==> config.mk <==
export PLATFORM = sky130hd
export DESIGN_NAME = tck7_udp_beacon_rx
export DESIGN_NICKNAME = d
export VERILOG_FILES = /design/src/rtl/tck7_udp_beacon_pkg.sv /design/src/rtl/tck7_crc32_byte.sv /design/src/rtl/tck7_udp_beacon_rx.sv
export SDC_FILE = /design/constraint.sdc
export NUM_CORES = 1
export LEC_CHECK = 0
export ABC_AREA = 1
export ABC_CLOCK_PERIOD_IN_PS = 7000
export CAP_MARGIN = 25
export CORE_ASPECT_RATIO = 0.5
export CORE_UTILIZATION = 35
export DETAILED_ROUTE_END_ITERATION = 8
export PLACE_DENSITY = 0.62
export SLEW_MARGIN = 5
export SYNTH_ARGS = -nofsm -noshare
export SYNTH_HDL_FRONTEND = slang
export SYNTH_SLANG_ARGS = --single-unit
==> constraint.sdc <==
create_clock -name clk -period 7 [get_ports clk]
set_clock_uncertainty 0.05 [all_clocks]
set_input_delay 1.4 -clock clk [delete_from_list [all_inputs] [get_ports clk]]
set_output_delay 1.4 -clock clk [all_outputs]
set_load 0.02 [all_outputs]
### Placement view

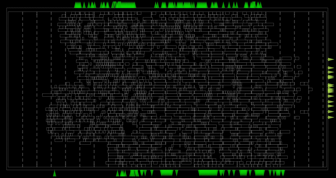
flop count: 396
fin util: 0.447

### Wiring heat map

The die is cut into 31 by 16 equal tiles; dark blue is low, red is high, scaled to the fullest tile. Values are wire area over tile area, all layers added.
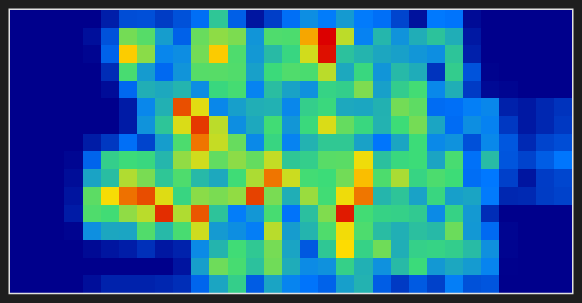
fullest tile: 0.44
tiles over half the peak: 22%
densest ninth of the die: centre
WL/cell: 15.8 um
total track usage: 0.166
Total Wirelength: 39,800 um
vias after detailed routing: 11.8k

==> flow_summary.json <==
{
  "die_y_um": 156,
  "dp_cells": 2445,
  "path_buffers": 2,
  "cts_resized": 0,
  "worstSetupEndpointType": "register",
  "via_per_inst": 4.70,
  "yosys_cells": 1667,
  "final_nets": 1880,
  "yosysWarnings": 0,
  "status": "complete, no violations",
  "drv_cap": 0,
  "synthArstFlopShare": 0.465,
  "critPathTopFamily": "simple AND/OR/NAND/NOR gates",
  "cts_made_buffers": 39,
  "cts_tree": "done",
  "drive_gt1_frac": 0.0566,
  "comb_area_mm2": 0.00543,
  "synthDistinctLibCells": 37,
  "syn-cell-area_mm2": 0.0166,
  "ys_area_mm2": 0.0166,
  "die_w_um": 310,
  "hpwl_um": 26300,
  "holdWs_ps": 379,
  "required_ps": 7410,
  "drt_first_iter_violations": 978,
  "post-route-period-util": 0.536,
  "yosys_most_used_dff": "dfrtp_1",
  "setup_viol": 0,
  "common_cells": "nand2_1 (590), dfrtp_1 (184), edfxtp_1 (168)",
  "antenna_found_initial": 0,
  "crit_cells": 9,
  "p_leak_nw": 8.75,
  "edf_count": 168,
  "cpMaxStageDelayCell": "clkdlybuf4s50_1",
  "lay_top_cells": "nand2_1 (590), clkdlybuf4s50_1 (188), dfrtp_1 (184), edfxtp_1 (168), inv_1 (111)",
  "clkPwrFrac": 0.470,
  "tightest_slew_ps": 896,
  "relSlewSlack": 0.402,
  "instances_no_fill": 2516,
  "yosys.area.top_type": "edfxtp_1",
  "p_switching_mw": 1.05,
  "firstDrtPassIters": 5,
  "drv_slew": 0,
  "tns_ps": 0,
  "syn-instance-count": 1667,
  "top_area_frac": 0.304,
  "regArea_mm2": 0.0105,
  "hold_path.class": "reg -> reg",
  "area_leaders": "edfxtp_1 (30%), dfrtp_1 (28%), nand2_1 (13%)",
  "cp_cell_sequence": "clkdlybuf4s50_1 -> inv_1 -> nor3_1 -> nand2_1 -> o21ai_0 -> nand2_1 -> nand2_1 -> nand2_1 -> o21ai_0",
  "grt_pass1_vias": 11500,
  "r2r.worst_path.cells": 9,
  "rows": 55,
  "cts-root-buf": "clkbuf_16",
  "p_total_mw": 4.87,
  "port_buffers": 188,
  "die_area_mm2": 0.0483,
  "fmax_mhz": 267,
  "max_stage_delay_ps": 860,
  "clockBufferDepth": 3,
  "path_max_fanout": 20,
  "critPathLaunchType": "primary input",
  "grt_pass1_wl_um": 63500,
  "ctsHoldBuffers": 0,
  "grt_max_degree": 98,
  "cts.htree.levels": 2,
  "seqPwrFrac": 0.498,
  "ant_nets": 0
}
## power by group through the flow
stage / logic, mW / registers, mW / clock network, mW
4_1_cts: 0.159 / 2.42 / 2.33
6_report: 0.156 / 2.42 / 2.29
3_3_place_gp: 0.156 / 2.47 / 0
3_5_place_dp: 0.157 / 2.47 / 0
5_1_grt: 0.177 / 2.42 / 2.42
2_1_floorplan: 0.109 / 2.47 / 0
## metrics by stage
| step | setup WS (ps) | area (um2) |
|---|---|---|
| floorplan | 550 | 16600 |
| global placement | 2770 | 19100 |
| detailed placement | 2670 | 19200 |
| CTS | 3240 | 20600 |
| global route | 2930 | 20600 |
| finish | 3250 | 20600 |
## final cells by class
cell class,instances,share of cell area
Multi-Input combinational cell,1110,0.264
Timing Repair Buffer,198,0.0959
Clock buffer,53,0.0560
Inverter,114,0.0212
Sequential cell,396,0.512
Clock inverter,18,0.0127
Tap cell,627,0.0381
## cell families (layout without fill, tap and decap cells)
kind of cell / after synthesis / count (layout) / synth area share
compound gates: 121 / 121 / 0.0376
xor+xnor: 115 / 115 / 0.0666
fa+ha+maj: 9 / 9 / 0.00679
buf+inv: 161 / 383 / 0.0389
flops: 396 / 396 / 0.635
other cells: 1 / 1 / 0.000226
simple gates: 864 / 864 / 0.215
## worst reg2reg max path: cells and delay by family (launching register included)
| kind | cells | cell delay [ps] |
|---|---|---|
| AOI/OAI and AO/OA | 1 | 250 |
| buffers and inverters | 4 | 1560 |
| DFF | 1 | 360 |
| and+or+nand+nor | 4 | 680 |
## per-layer routing
metal / track usage / wire length, um / vias up
met5: 0 / 0 / -
met4: 0.0525 / 975 / 0
met3: 0.0280 / 1830 / 64
met2: 0.276 / 19300 / 258
met1: 0.220 / 17600 / 5688
li1: - / - / 5825
Power figures rest on the tool's default switching activity, not on a simulated workload.
